**src/rtl/spi_slave_param.sv**
```systemverilog
// SPI slave front end: deserialises 2-bit command + DATA_W payload frames and serialises RAM read data.
// Define SPI_SLAVE_BURST_EN to allow back-to-back frames while SS_n stays low.
module spi_slave_param #(
  parameter int DATA_W     = 8,
  parameter int TX_TIMEOUT = 16
) (
  input  logic              clk,
  input  logic              rst,
  input  logic              SS_n,
  input  logic              MOSI,
  output logic              MISO,
  output logic [DATA_W+1:0] rx_data,
  output logic              rx_valid,
  input  logic [DATA_W-1:0] tx_data,
  input  logic              tx_valid,
  output logic              busy,
  output logic              frame_err,
  output logic              proto_err,
  output logic              timeout_err
);

  localparam int FRAME_W = DATA_W + 2;
  localparam int CW      = $clog2(FRAME_W + 1);
  localparam int TW      = $clog2(TX_TIMEOUT + 1);

`ifdef SPI_SLAVE_BURST_EN
  localparam bit BURST = 1'b1;
`else
  localparam bit BURST = 1'b0;
`endif

  localparam logic [1:0] CMD_RD_ADDR = 2'b10;
  localparam logic [1:0] CMD_RD_DATA = 2'b11;

  typedef enum logic [2:0] {IDLE, RX_FRAME, WAIT_TX, SHIFT_OUT, DONE} state_t;

  state_t              state;
  logic [FRAME_W-2:0]  shift_in;
  logic [DATA_W-1:0]   out_shift;
  logic [CW-1:0]       bit_cnt;
  logic [TW-1:0]       to_cnt;
  logic                rd_addr_seen;
  logic [FRAME_W-1:0]  frame_next;
  logic [1:0]          cmd;

  assign frame_next = {shift_in, MOSI};
  assign cmd        = frame_next[FRAME_W-1:FRAME_W-2];
  assign busy       = (state != IDLE);

  // tx_valid/tx_data handshake: there is no ready; the word is consumed on the
  // first edge tx_valid is high while in WAIT_TX and ignored in every other state.
  always_ff @(posedge clk or posedge rst) begin
    if (rst) begin
      state        <= IDLE;
      shift_in     <= '0;
      out_shift    <= '0;
      bit_cnt      <= '0;
      to_cnt       <= '0;
      rd_addr_seen <= 1'b0;
      rx_data      <= '0;
      rx_valid     <= 1'b0;
      MISO         <= 1'b0;
      frame_err    <= 1'b0;
      proto_err    <= 1'b0;
      timeout_err  <= 1'b0;
    end else begin
      rx_valid    <= 1'b0;
      frame_err   <= 1'b0;
      proto_err   <= 1'b0;
      timeout_err <= 1'b0;
      case (state)
        IDLE: begin
          MISO <= 1'b0;
          if (!SS_n) begin
            state   <= RX_FRAME;
            bit_cnt <= CW'(FRAME_W);
          end
        end
        RX_FRAME: begin
          shift_in <= {shift_in[FRAME_W-3:0], MOSI};
          bit_cnt  <= bit_cnt - CW'(1);
          if (bit_cnt == CW'(1)) begin
            rx_data  <= frame_next;
            rx_valid <= 1'b1;
            if (cmd == CMD_RD_DATA && !rd_addr_seen) begin
              proto_err <= 1'b1;
              state     <= DONE;
            end else if (cmd == CMD_RD_DATA) begin
              state  <= WAIT_TX;
              to_cnt <= '0;
            end else begin
              if (cmd == CMD_RD_ADDR) rd_addr_seen <= 1'b1;
              if (BURST) begin
                state   <= RX_FRAME;
                bit_cnt <= CW'(FRAME_W);
              end else begin
                state <= DONE;
              end
            end
            // A frame whose last bit coincides with SS_n rising still counts.
            if (SS_n) begin
              state <= IDLE;
              MISO  <= 1'b0;
            end
          end else if (SS_n) begin
            frame_err <= 1'b1;
            state     <= IDLE;
            MISO      <= 1'b0;
          end
        end
        WAIT_TX: begin
          if (SS_n) begin
            frame_err <= 1'b1;
            state     <= IDLE;
            MISO      <= 1'b0;
          end else if (tx_valid) begin
            out_shift <= tx_data;
            MISO      <= tx_data[DATA_W-1];
            bit_cnt   <= CW'(DATA_W - 1);
            state     <= SHIFT_OUT;
          end else if (to_cnt == TW'(TX_TIMEOUT - 1)) begin
            timeout_err  <= 1'b1;
            rd_addr_seen <= 1'b0;
            MISO         <= 1'b0;
            state        <= DONE;
          end else begin
            to_cnt <= to_cnt + TW'(1);
          end
        end
        SHIFT_OUT: begin
          if (SS_n) begin
            frame_err <= 1'b1;
            state     <= IDLE;
            MISO      <= 1'b0;
          end else if (bit_cnt == '0) begin
            MISO         <= 1'b0;
            rd_addr_seen <= 1'b0;
            if (BURST) begin
              state   <= RX_FRAME;
              bit_cnt <= CW'(FRAME_W);
            end else begin
              state <= DONE;
            end
          end else begin
            out_shift <= out_shift << 1;
            MISO      <= out_shift[DATA_W-2];
            bit_cnt   <= bit_cnt - CW'(1);
          end
        end
        DONE: begin
          MISO <= 1'b0;
          if (SS_n) state <= IDLE;
        end
        default: begin
          state <= IDLE;
          MISO  <= 1'b0;
        end
      endcase
    end
  end

endmodule
```
**config.mk**
```make
export PLATFORM = sky130hd
export DESIGN_NAME = spi_slave_param
export DESIGN_NICKNAME = d
export VERILOG_FILES = /design/src/rtl/spi_slave_param.sv
export SDC_FILE = /design/constraint.sdc
export NUM_CORES = 1
export LEC_CHECK = 0
export ABC_AREA = 1
export CORE_MARGIN = 2
export CORE_UTILIZATION = 59
export CTS_BUF_LIST = sky130_fd_sc_hd__clkbuf_16
export DETAILED_ROUTE_END_ITERATION = 7
export GPL_ROUTABILITY_DRIVEN = 1
export GPL_TIMING_DRIVEN = 0
export PLACE_DENSITY_LB_ADDON = 0.05
export SYNTH_ARGS = -nofsm -noshare
export SYNTH_HDL_FRONTEND = slang
export SYNTH_SLANG_ARGS = --single-unit
```
**constraint.sdc**
```tcl
create_clock -name clk -period 3.52 [get_ports clk]
set_input_delay 0.352 -clock clk [delete_from_list [all_inputs] [get_ports clk]]
set_output_delay 0.352 -clock clk [all_outputs]
set_load 0.05 [all_outputs]
```
run_1/io_fan.png
Scale: 8 px per um.
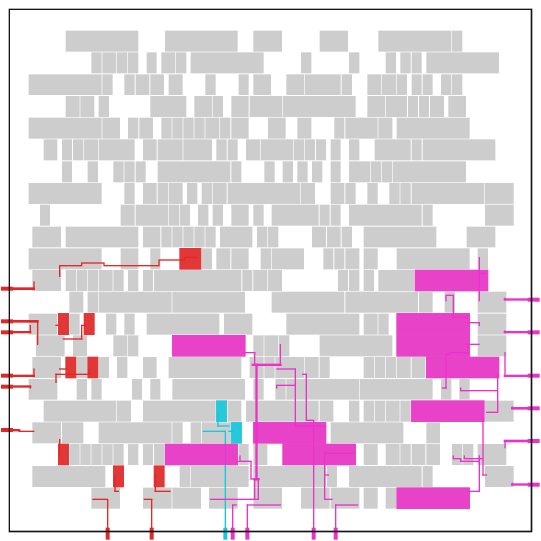
| port | color | direction | end cells | wire |
|---|---|---|---|---|
| `tx_data` | red | input | 8 | 70.6 um |
| `rx_data` | magenta | output | 10 | 178 um |
| `MOSI` | cyan | input | 2 | 18.4 um |

run_1/layer_met3.png
Scale: 6 px per um. Cells faint in the background.
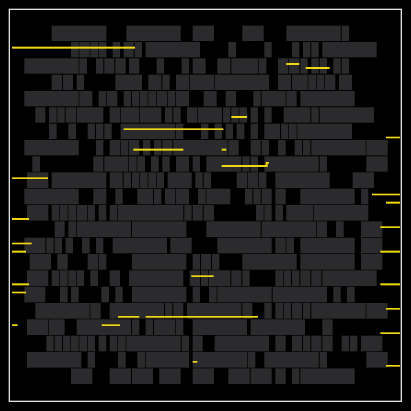
share of all routed wire: 3.0%
wire length on this layer: 132 um
nets with wire on the layer: 23
longest straight run: 20.2 um
main direction: horizontal

run_1/clk_routes.png
Scale: 8 px per um.
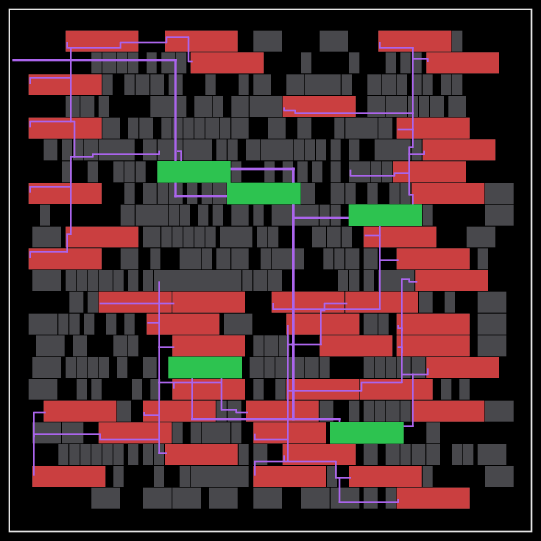
[flip-flops] red | count: 44
[clock wires] purple | length: 497 um
[clock drivers] green | count: 5
routed clock nets: 6

run_1/clocks.png
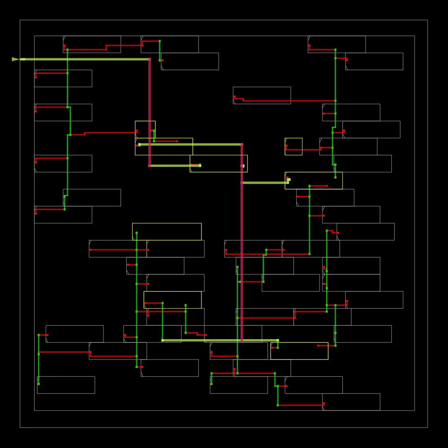
final-layout clock buffer total: 5
Clock Power: 0.536 mW
clock tree skew after final layout: 0.00537 ns

==> run 1: cell families (layout without fill, tap and decap cells) <==
family                     count (synthesis)  after routing  synth area share
buffers and inverters                     36             73            0.0665
adders and majority gates                  4              4            0.0227
AOI/OAI and AO/OA                         33             33            0.0813
DFF                                       44             44             0.500
and+or+nand+nor                          162            162             0.330
==> run 1: per-stage QoR <==
step | area [sq um] | cells | util | hold slack (ns)
floorplan | 2200 | 279 | - | 0.424
global placement | 2540 | 355 | 0.700 | 0.454
detailed placement | 2560 | 356 | 0.705 | 0.459
CTS | 2730 | 364 | 0.752 | 0.248
global route | 2730 | 364 | 0.752 | 0.262
finish | 2730 | 364 | 0.752 | 0.248
==> results.txt, run 1 <==
Notes on the physical implementation.

- The most numerous cell in the Yosys netlist is nand2_1, for reference.
- Logic depth along the worst register-to-register path is recorded as 10.
- The most used flip-flop cell after synthesis is dfrtp_1.
- The element type at the critical path start is a flip-flop, for reference.
- The count of flip-flops with a built-in enable after synthesis is 0, for reference.
- Of the total power, combinational logic draws 0.388.
- The layout filler cell count is 271, for reference.
- The wire-length estimate of the detail-placed layout is 3070 um.
- The initial antenna violation count is 0, for reference.
- The die is 65.1 um tall.
- The most used logic cell in the final layout is nand2_1, for reference.
- The number of remaining DRC errors is 0, for reference.
- The number of cell rows is 22, for reference.
- Signal routing reaches up to met4.
- STA classifies the critical path endpoint as an output pin.
- For reference, the top cells by area after synthesis are dfrtp_1, nand2_1, nand3_1.
- CTS built an H-tree with a depth of 2.
- The arrival time at the worst endpoint is 1.92 ns, for reference.
- The number of cells in Yosys stat is 279, for reference.
- The routed design uses 2100 um of met2 wire.
- The remaining antenna violation count after routing is 0, for reference.
- For this run, the detailed router reports a per-instance via density of 5.09.
- The signal on the critical path passes through nor3_1 > inv_1 > clkdlybuf4s50_1.
- The total via count in the routed design is 1853, for reference.
- The non-clock buffer total of the final layout is 34, for reference.
- The logs give a warning total of 27.
- The chip occupies 0.00424 sq mm.
- Multi-input logic gates represent a cell area share of 0.349.
- Per the timing report, the most critical flop-to-flop path originates at to_cnt[0].
- The storage element area is 0.00110 sq mm, for reference.
- The met2 capacity usage during global routing is 0.389, for reference.
- The signed area change from the synthesized netlist to the final layout is 24.1%, for reference.
- The reg-to-reg endpoint is state[0], for reference.
- The net switching component of the power is 0.864 mW, for reference.
- The number of global-route vias before repair came to 1774.
- Switching power as a fraction of the total was reported as 0.401.
- The maximum fanout along the worst path is 7, for reference.
- The flow ran to the end, and the final reports show no timing, DRC or antenna violations.
- The largest cell class by area is flip-flops and latches.
- Clock latency on the worst-skew pair, taken at its later pin, is 0.29 ns.
- The least setup slack across all paths after layout is 1.24 ns, for reference.
- The maximum number of pins on one net before global-route repair is 43, for reference.
- The core region area is 0.00363 sq mm, for reference.
- The total power divided by cell area is 788 mW/mm^2, for reference.
- The share of total power dissipated in sequential elements is 0.363.
- The total length of routed met3 wires is 131 um, for reference.
- The cts-stage hold buffer count is 0, for reference.
- Along the critical path, the tally of buffer and inverter instances is 2.
- For reference, the final report shows the max-slew violation count at 0.
- The total of buffers placed on input and output ports is 28, for reference.
- For this configuration, the core starts out at a cell density of 0.606.
- In this run, power in flip-flops and latches comes to 0.782 mW.
- The cell count after synthesis came out at 279.
- The count of final hold-check violations is 0, for reference.
- OpenSTA lists the critical path endpoint as busy.
- The critical path in this run is classified as reg2out.
- In the log, the iteration count for the first detailed-route pass is 4.
- The fraction of final cell area spent on clock buffers and inverters in this run is 0.0627.
- The total negative slack for setup checks is 0 ns, for reference.
- There are 44 flip-flops and latches.
- After synthesis, the chip area reported by Yosys is 0.00220 sq mm.
- The global routing met3 resource utilization is 0.0531, for reference.
- The synthesis stat section lists a flop and latch total of 44.
- The reported combinational group power is 0.835 mW, for reference.
- The synthesized netlist occupies a cell area of 0.00220 sq mm.
- The largest registers in the layout are rx_data (10), shift_in (9), out_shift (7).
- The share of synthesized area in the top cell type comes to 0.500.
- The largest part of the power goes to combinational logic.
- Looking at the max-slew report, the worst-margin pin has a slew of 0.517 ns.
- The final-stage net count is 332, for reference.
- The count of cell types in the netlist is 26, for reference.
- The fraction of final layout cells sized beyond drive strength 1 is 0.127, for reference.
- The number of synthesis warnings is 0, for reference.
- Summed over all layers, the global routing overflow is 0.
- The average wire per standard cell is 12.0 um, for reference.
- Setup repair after global routing left no endpoint under its margin.
- The total internal power is 1.29 mW, for reference.
- The completed layout was analyzed and its total power is 2.15 mW.
- The largest total area in the synthesized netlist belongs to dfrtp_1.
- For this design, the sink count on the clock tree is 44.
- The leakage power of the design is 1.35 nW, for reference.
- The clock transition at the registers of the reported paths is 0.06 ns, for reference.
- The clock tree buffer depth is 2, for reference.
==> inputs of run 2 (changes only) <==
- CORE_UTILIZATION: 59 -> 49
- clock period: 3.52 -> 2 ns (I/O delays scaled with it)
run_2/clocks.png
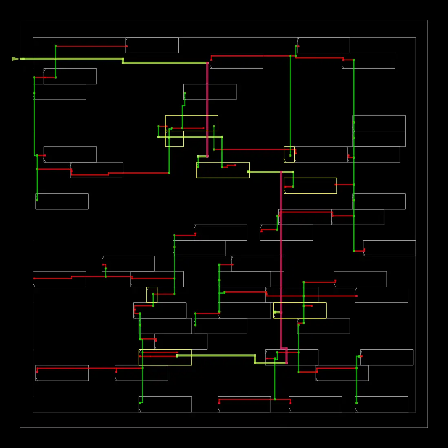
clock tree skew after final layout: 0.00239 ns
Insertion Delay late pin: 0.28 ns
Clock Power: 0.805 mW
number of buffers added by the clock tree synthesis step: 5
flip-flops: 44

run_2/clk_routes.png
Scale: 6 px per um.
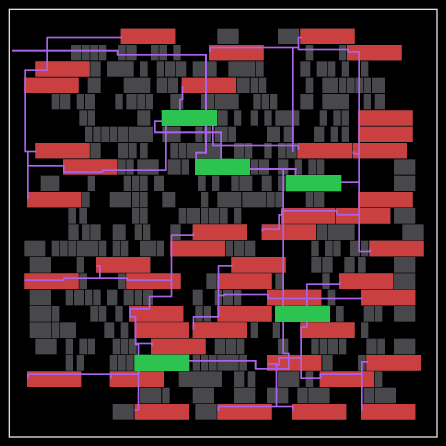
[flip-flops] red | count: 44
[clock wires] purple | length: 575 um
[clock drivers] green | count: 5
flops lie: widely spread
routed clock nets: 6

run_2/placement_by_type.png
Scale: 4 px per um.
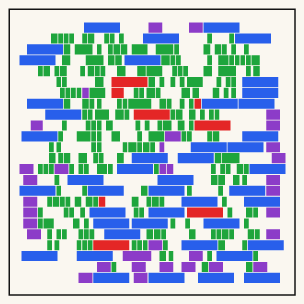
| class | color | cells | share of their area |
|---|---|---|---|
| other buffers and delay cells | purple | 34 | 12% |
| flops | blue | 44 | 42% |
| clock drivers and dummy loads | red | 8 | 5.4% |
| combinational and other logic | green | 230 | 41% |

==> run 2 against run 1 <==
Against the previous run: via count is 2.3% lower; critical path depth up 7; worst hold slack got worse by 0.077 ns; core utilization down 13 points; synthesized cell count stayed put; sequential share of layout area grew 0.24 points; non-clock buffer count stayed put; cell area is 0.59% lower; final cell count up 1.1%.
==> results.txt, run 2 <==
Notes on the physical implementation.

- The count of final hold-check violations is 0 (unchanged).
- The nature of the critical path endpoint is a flip-flop, for reference.
- The number of remaining DRC errors came to 0 (unchanged).
- The met2 capacity usage during global routing was 0.301 (-0.0880).
- Among all cell types in the netlist, the one instantiated most often is nand2_1.
- The maximum number of pins on one net before global-route repair is 34 (-21%), for reference.
- Setup repair after global routing left no endpoint under its margin.
- The core region area was 0.00435 sq mm (+20%).
- The cell area after technology mapping is 0.00220 sq mm (unchanged).
- The portion of synthesized cell area occupied by the leading cell type is 0.500 (unchanged).
- The share of power burned in registers was 0.379 (+0.016).
- The logic gate fraction of the total cell area is 0.354 (+0.00485), for reference.
- The placed wire-length estimate is 3240 um (+5.5%), for reference.
- The number of cells produced by synthesis is 279 (unchanged), for reference.
- The chip area estimate from yosys synthesis was 0.00220 sq mm (unchanged).
- The synthesized-area fraction occupied by adder cells was 0.0227 (unchanged).
- The signed area change from the synthesized netlist to the final layout is 23.4%, for reference.
- The critical path ends at state[0].
- The total negative slack for setup checks is 0 ns (unchanged), for reference.
- The topmost layer with routed signal wires is met4, for reference.
- The detailed-routing iteration count for the pre-antenna-repair pass is 4 (unchanged).
- The number of cells in Yosys stat is 279 (unchanged).
- The global route total overflow was 0 (unchanged).
- The type of the setup path with the least slack is reg2reg, for reference.
- The element type at the critical path start is a flip-flop, for reference.
- The final weighted congestion recorded by global placement is 0.863.
- The count of cell types in the netlist is 26 (unchanged), for reference.
- The dominant cell type by area after synthesis is dfrtp_1, for reference.
- The most frequently used flop master after synthesis is dfrtp_1, for reference.
- The initial antenna violation count is 0 (unchanged), for reference.
- The average wire per standard cell came to 12.0 um (+0.43%).
- The switching share of total power came to 0.414 (+0.0128).
- The total cell area at the placement stage is 0.00257 sq mm (+0.20%), for reference.
- The final-stage net count is 332 (unchanged), for reference.
- The worst-margin pin slew was 0.494 ns (-0.0230 ns).
- The fraction of final layout cells sized beyond drive strength 1 came to 0.133 (+0.00633).
- The largest registers in the layout are rx_data (10), shift_in (9), out_shift (7).
- The simple-gate portion of the synthesized area is 0.330 (unchanged), for reference.
- The remaining antenna violation count after routing was 0 (unchanged).
- The layout filler cell count was 404 (+49%).
- The arrival time at the worst endpoint is 1.93 ns (about the same), for reference.
- The total power divided by cell area is 1340 mW/mm^2 (+70%), for reference.
- The dominant kind of cell by area is flip-flops and latches, for reference.
- The OpenROAD warning count was 27 (unchanged).
- The post-layout utilization of the core came to 0.624 (-0.128).
- The post-layout instance count excluding filler cells is 368 (+1.1%).
- The final hold slack is 0.171 ns (-0.0767 ns).
- The total of buffers placed on input and output ports came to 28 (unchanged).
- The least setup slack across all paths after layout was 0.243 ns (-1.00 ns).
- The run finished with clean final reports.
- The instance count after placement with tap cells included came to 360 (+1.1%).
- The clock transition at the registers of the reported paths came to 0.06 ns (about the same).
- The count of clock buffers in the final design is 5 (unchanged), for reference.
- The number of global-route vias before repair came to 1743 (-1.7%).
- The most used logic cell in the final layout is nand2_1, for reference.
- The leakage power of the design came to 1.35 nW (-0.20%).
- The prevailing logic family in the synthesized netlist is simple AND/OR/NAND/NOR gates, for reference.
- The share of the synthesized netlist area taken by xor and xnor gates is 0 (unchanged), for reference.
- The total internal power is 2.13 mW (+65%), for reference.
- The height of the die is 71.0 um (+9.1%), for reference.
- The length of routed met2 wiring is 2010 um (-4.5%).
- The number of nets produced by synthesis is 296, for reference.
- The number of H-tree levels is 2 (unchanged), for reference.
- The length in cells of the worst reg-to-reg path is 10 (unchanged), for reference.
- The total via count in the routed design was 1811 (-2.3%).
- The slowest cell on the critical path is dfrtp_1, for reference.
- The reg-to-reg endpoint is state[0], for reference.
- The initial standard-cell utilization of the core came to 0.506 (-0.100).
- The number of cell rows is 24 (+9.1%), for reference.
- The non-clock buffer total of the final layout was 34 (unchanged).
- The total length of routed met3 wires is 126 um (-3.8%), for reference.
- The number of synthesis warnings is 0 (unchanged), for reference.
- The count of pins over their slew limit came to 0 (unchanged).
- The ratio of routed vias to standard cells came to 4.92 (-3.3%).
- The maximum fanout along the worst path is 5 (-2).
- The share of final layout cell area taken by clock buffers and inverters came to 0.0529 (-0.00975).
## run 2: cell counts after synthesis
No cell type changed its count.
## run 2: how the worst min path moves through the flow
stage                         endpoint  cells past startpoint  slack (ns)
final                     out_shift[1]                      2        0.17
after global routing      out_shift[1]                      2        0.22
after CTS                 out_shift[5]                      2        0.18
after detailed placement  out_shift[6]                      2        0.46
after global placement    out_shift[6]                      2        0.45
after floorplan            timeout_err                      1        0.27
## run 2: power groups by stage
stage	logic, mW	registers, mW	clock network (mW)
6_report	1.45	1.38	0.805
5_1_grt	1.65	1.41	0.855
4_1_cts	1.47	1.37	0.820
3_5_place_dp	1.47	1.38	0
3_3_place_gp	1.44	1.38	0
2_1_floorplan	0.796	1.64	0
No activity file was given, so power comes from the tool's default toggle rates.
